==> run_1/met1.png <==
Supply wires on this layer in grey.
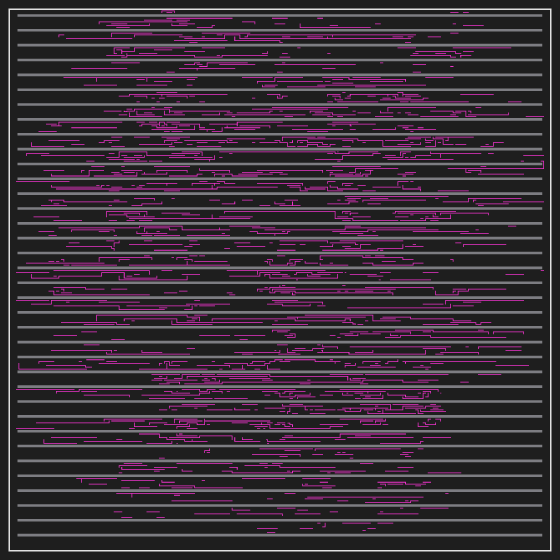
==> run_1/registers.png <==
Other sequential cells in the stronger grey, the rest of the logic in the fainter grey.
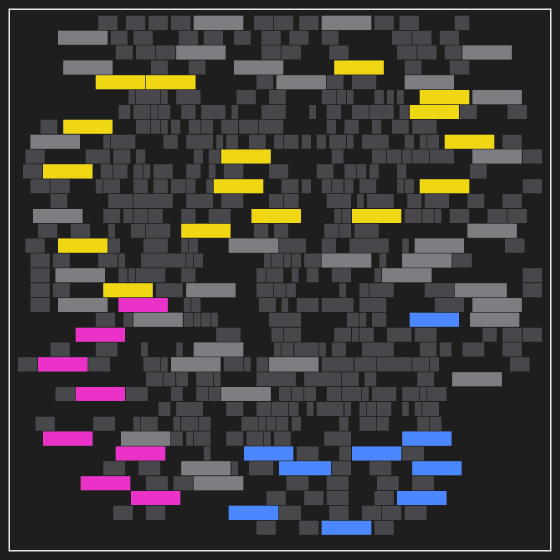
==> run_1/pdn.png <==
Pins as bars on the die edge.
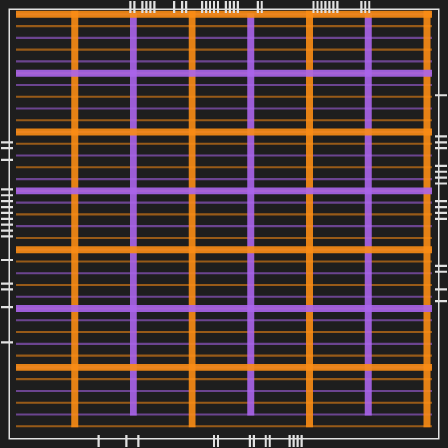
==> config.mk <==
export PLATFORM = sky130hd
export DESIGN_NAME = mcpu_prog_loader_flat
export DESIGN_NICKNAME = d
export VERILOG_FILES = /design/src/rtl/mcpu_pkg.sv /design/src/rtl/mcpu_prog_loader_if.sv /design/src/rtl/mcpu_prog_loader.sv /design/src/flat_wrapper.sv
export SDC_FILE = /design/constraint.sdc
export NUM_CORES = 1
export LEC_CHECK = 0
export CORE_UTILIZATION = 40
export DETAILED_ROUTE_END_ITERATION = 8
export GPL_TIMING_DRIVEN = 0
export HOLD_SLACK_MARGIN = 0.02
export PLACE_DENSITY = 0.63
export SETUP_SLACK_MARGIN = 0.1
export SLEW_MARGIN = 0
export SYNTH_ARGS = -nofsm -noshare
export SYNTH_HDL_FRONTEND = slang
export SYNTH_SLANG_ARGS = --single-unit
==> constraint.sdc <==
create_clock -name clk -period 2.51 [get_ports clk]
set_input_delay 0.3765 -clock clk [delete_from_list [all_inputs] [get_ports clk]]
set_output_delay 0.3765 -clock clk [all_outputs]
set_load 0.02 [all_outputs]
==> GITHUB_STEP_SUMMARY, run 1 <==
## Synthesis and layout report

| Metric | Value |
|---|---|
| Length in cells of the worst reg-to-reg path | `10` |
| Slowest library cell on the worst path | `clkdlybuf4s50_1` |
| H-tree depth | `3` |
| GRT met3 Usage | `2.77%` |
| Setup-failing EPs final | `0` |
| Tmin final | `2.36 ns` |
| Logic power comb | `122 uW` |
| DR top layer | `met4` |
| Synth Instances | `351` |
| Clock root cell | `clkbuf_8` |
| Min setup slack post-route | `0.155 ns` |
| Synth area leader | `dfrtp_1` |
| Diode count | `0` |
| Placer Congestion | `0.803` |
| Outcome | `finished clean` |
| Crit path max-delay family | `AND-OR/OR-AND gates` |
| Final instance area | `4970 um^2` |
| Sequential area share after synthesis | `44.7%` |
| Most used cell, CP | `a21oi_2` |
| Reg power frac | `55.1%` |
| Grt ovf | `0` |
| CTS Hold Buffers Added | `0` |
| Starting DRC count in detailed routing | `97` |
| CTS Buffer Depth | `2` |
| Post-synthesis average cell area | `10.7 um^2` |
| GR Util All Layers | `19.6%` |
| DP HPWL | `6520 um` |
Back to the opening pictures, met1.png:
wire length on this layer: 4,460 um
longest straight run: 31.3 um
share of all routed wire: 50%
main direction: horizontal
WL final: 9000 um
Vias: 3,027
M1 GR Usage: 28.5%

Back to the opening pictures, registers.png:
legend:
  magenta:
    signal: u_core.bus.mem_addr
    placed_flops: 8
    where: bottom left
  blue:
    signal: u_core.len_q
    placed_flops: 9
  yellow:
    signal: u_core.checksum
    placed_flops: 16
final core occ: 54.3%
fraction of area in registers: 33.8%
sequential group power: 1.08 mW
FF+latch area: 1680 um^2

Back to the opening pictures, pdn.png:
legend:
  purple:
    net: VDD
  orange:
    net: VSS
met4 straps: 7
met1 rails: 36
met5 straps: 7
rows: 35
signal pins: 76
die width: 98.9 um
VDD IR max: 189 uV
CORE AREA: 9150 um^2

==> run 1: stage by stage <==
step / instances / TNS, ns / utilization (%)
finish: 559 / 0 / 54.3
global route: 559 / 0 / 54.3
CTS: 552 / 0 / 53.0
detailed placement: 537 / -7.97 / 50.7
global placement: 537 / -89.16 / 50.8
floorplan: 351 / 0 / -
==> run 1: logic make-up (layout without fill, tap and decap cells) <==
family / Yosys count / in the layout / share of synthesized area, %
compound gates: 99 / 99 / 19.1
simple gates: 96 / 96 / 14.3
flops: 67 / 67 / 44.7
xor+xnor: 26 / 26 / 6.06
buf+inv: 22 / 119 / 2.53
fa+ha+maj: 21 / 21 / 7.19
mux: 20 / 20 / 6.16
==> run 1: final cells by class <==
| class | count | area, um^2 |
|---|---|---|
| fill | 838 | 4190 |
| multi-input combinational | 262 | 2060 |
| sequential | 67 | 1680 |
| timing repair buffer | 85 | 836 |
| tap | 111 | 139 |
| clock buffer | 10 | 138 |
| buffer | 11 | 61.3 |
| inverter | 10 | 37.5 |
| clock inverter | 3 | 17.5 |
==> run 1: what timing repair did <==
action	4_1_cts	5_1_grt
pin swaps	8	9
buffers inserted	2	8
endpoints found under the setup margin	19	26
resized	12	12
==> run 1: cells in the final DEF (no fill, tap or decap), types with 11 or more instances in the layout <==
| master | netlist | final |
|---|---|---|
| ha_1 | 20 | 19 |
| a21oi_1 | 17 | 14 |
| buf_4 | 2 | 11 |
| nor2_1 | 17 | 17 |
| mux2_2 | 17 | 17 |
| xor2_1 | 20 | 20 |
| o21ai_0 | 17 | 13 |
| clkdlybuf4s50_1 | 0 | 74 |
| nand2_1 | 29 | 29 |
| a22o_1 | 16 | 16 |
| dfrtp_1 | 66 | 65 |
==> inputs of run 2 (changes only) <==
Settings changed: ABC_AREA set to 0, PLACE_DENSITY 0.63 to 0.61.
==> run_2/met1.png <==
Supply wires on this layer in grey.
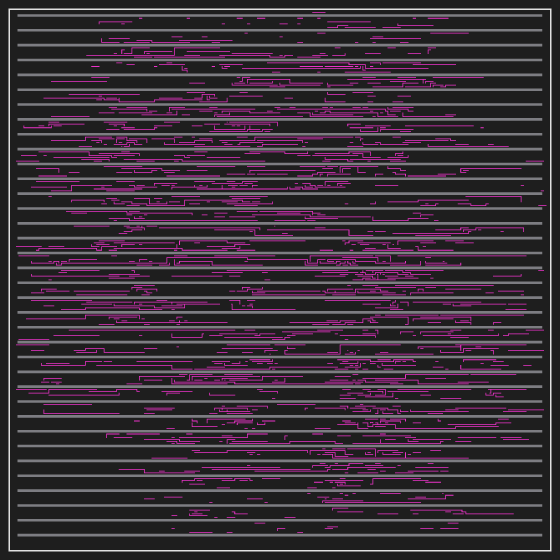
WL final: 9280 um
Vias: 3,086
M1 GR Usage: 27.4%

==> run_2/registers.png <==
Other sequential cells in the stronger grey, the rest of the logic in the fainter grey.
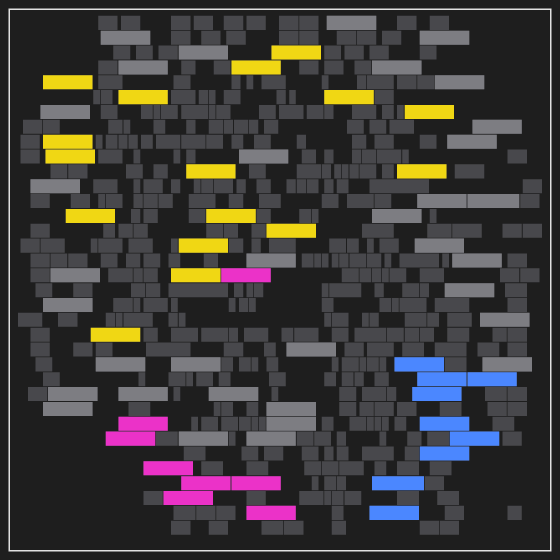
legend:
  yellow:
    signal: u_core.checksum
    placed_flops: 16
  magenta:
    signal: u_core.bus.mem_addr
    placed_flops: 8
  blue:
    signal: u_core.len_q
    placed_flops: 9
    where: bottom right
final core occ: 54.8%
fraction of area in registers: 33.5%

==> run_2/gate_families.png <==
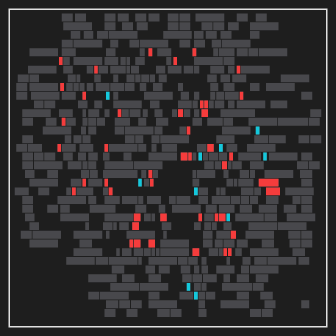
legend:
  red:
    family: NAND gates
    cells: 44
  cyan:
    family: inverters
    cells: 10
dominant logic cell type in the layout: clkdlybuf4s50_1
fin cells: 562
Comb area share: 40.9%

==> run 2 against run 1 <==
Net effect: register-to-register slack barely moved; setup slack improved by 0.0036 ns; critical path depth decreased by 2; final area increased by 1.0%; count of clock-buffer cells in the layout fell by 1; combinational power about the same; fmax rose by 0.15%; via count grew 1.9%; sequential share of layout area fell by 0.35 points; critical path type unchanged; critical endpoint is now u_core.busy; largest cell class unchanged.
==> GITHUB_STEP_SUMMARY, run 2 <==
## Synthesis and layout report

| Metric | Value |
|---|---|
| Synth area leader | `dfrtp_1 (unchanged)` |
| H-tree depth | `3 (unchanged)` |
| Latency at later pin | `0.35 ns (was 0.34 ns)` |
| Setup-failing EPs final | `0 (unchanged)` |
| Length in cells of the worst reg-to-reg path | `9 (was 10)` |
| GR Util All Layers | `20.1% (was 19.6%)` |
| Starting DRC count in detailed routing | `91 (was 97)` |
| Top cells excl fill/tap | `clkdlybuf4s50_1, dfrtp_1, nand2_1 (unchanged)` |
| Crit path max-delay family | `simple AND/OR/NAND/NOR gates (was AND-OR/OR-AND gates)` |
| Reg power frac | `48.5% (was 55.1%)` |
| GRT met3 Usage | `5.39% (was 2.77%)` |
| Placer Congestion | `0.867 (was 0.803)` |
| DP HPWL | `6560 um (was 6520 um)` |
| Die Ht | `98.9 um (unchanged)` |
| Synth Instances | `351 (unchanged)` |
| Setup TNS Final | `0 ns (unchanged)` |
| Sequential group power | `1.08 mW (about the same)` |
| Fill count | `805 (was 838)` |
| Outcome | `finished clean (unchanged)` |
| Slowest library cell on the worst path | `or4_4 (was clkdlybuf4s50_1)` |
| Grt ovf | `0 (unchanged)` |
| Min setup slack post-route | `0.158 ns (was 0.155 ns)` |
| Sequential area share after synthesis | `44.7% (unchanged)` |
| CTS Buffer Depth | `2 (unchanged)` |
| VDD IR max | `298 uV (was 189 uV)` |
| Tmin final | `2.35 ns (was 2.36 ns)` |
| Die width | `98.9 um (unchanged)` |
| CORE AREA | `9150 um^2 (unchanged)` |
| Logic power comb | `122 uW (about the same)` |
| Post-synthesis average cell area | `10.7 um^2 (unchanged)` |
==> run 2: logic make-up (layout without fill, tap and decap cells) <==
kind of cell,after synthesis,after routing,synth area share [%]
AND-OR/OR-AND,99,99,19.1
AND/OR/NAND/NOR,96,96,14.3
flip-flops,67,67,44.7
XOR/XNOR,26,26,6.06
buffers and inverters,22,122,2.53
adder cells (fa/ha/maj),21,21,7.19
multiplexers,20,20,6.16
==> run 2: routing by layer <==
| layer | share of wire [%] | wire length, um | up-vias |
|---|---|---|---|
| met5 | 0 | 0 | - |
| met4 | 1.3 | 119 | 0 |
| met3 | 4.2 | 391 | 9 |
| met2 | 47 | 4330 | 64 |
| met1 | 48 | 4440 | 1534 |
| li1 | - | - | 1479 |
==> run 2: worst register-to-register path, stage by stage, from the launching register on <==
cell	delay (ns)
dfrtp_1	0.40
ha_2	0.21
fa_2	0.38
a211oi_2	0.29
nor3_2	0.09
or3_1	0.33
a21oi_2	0.15
buf_4	0.13
xor2_1	0.14
o22ai_1	0.10
==> run 2: timing repair <==
action / in CTS / in global routing
gates resized: 7 / 19
endpoints found under the setup margin: 24 / 27
hold buffers: 0 / 0
pin swaps: 0 / 14
buffers inserted: 0 / 10
==> run 2: stage by stage <==
stage               cell area, um^2  util (%)
global route                   5020      54.8
floorplan                      3760         -
detailed placement             4640      50.7
global placement               4650      50.8
finish                         5020      54.8
CTS                            4880      53.4
==> run 2: final cells by class <==
class | count | area [um^2] | area share, %
inverters | 10 | 37.5 | 0.748
plain buffers | 11 | 58.8 | 1.17
clock inverters | 7 | 98.8 | 1.97
multi-input cells | 262 | 2050 | 40.9
well taps | 111 | 139 | 2.77
flip-flops and latches | 67 | 1680 | 33.5
repair buffers | 85 | 828 | 16.5
clock buffers | 9 | 124 | 2.47
No activity file was given, so power comes from the tool's default toggle rates.
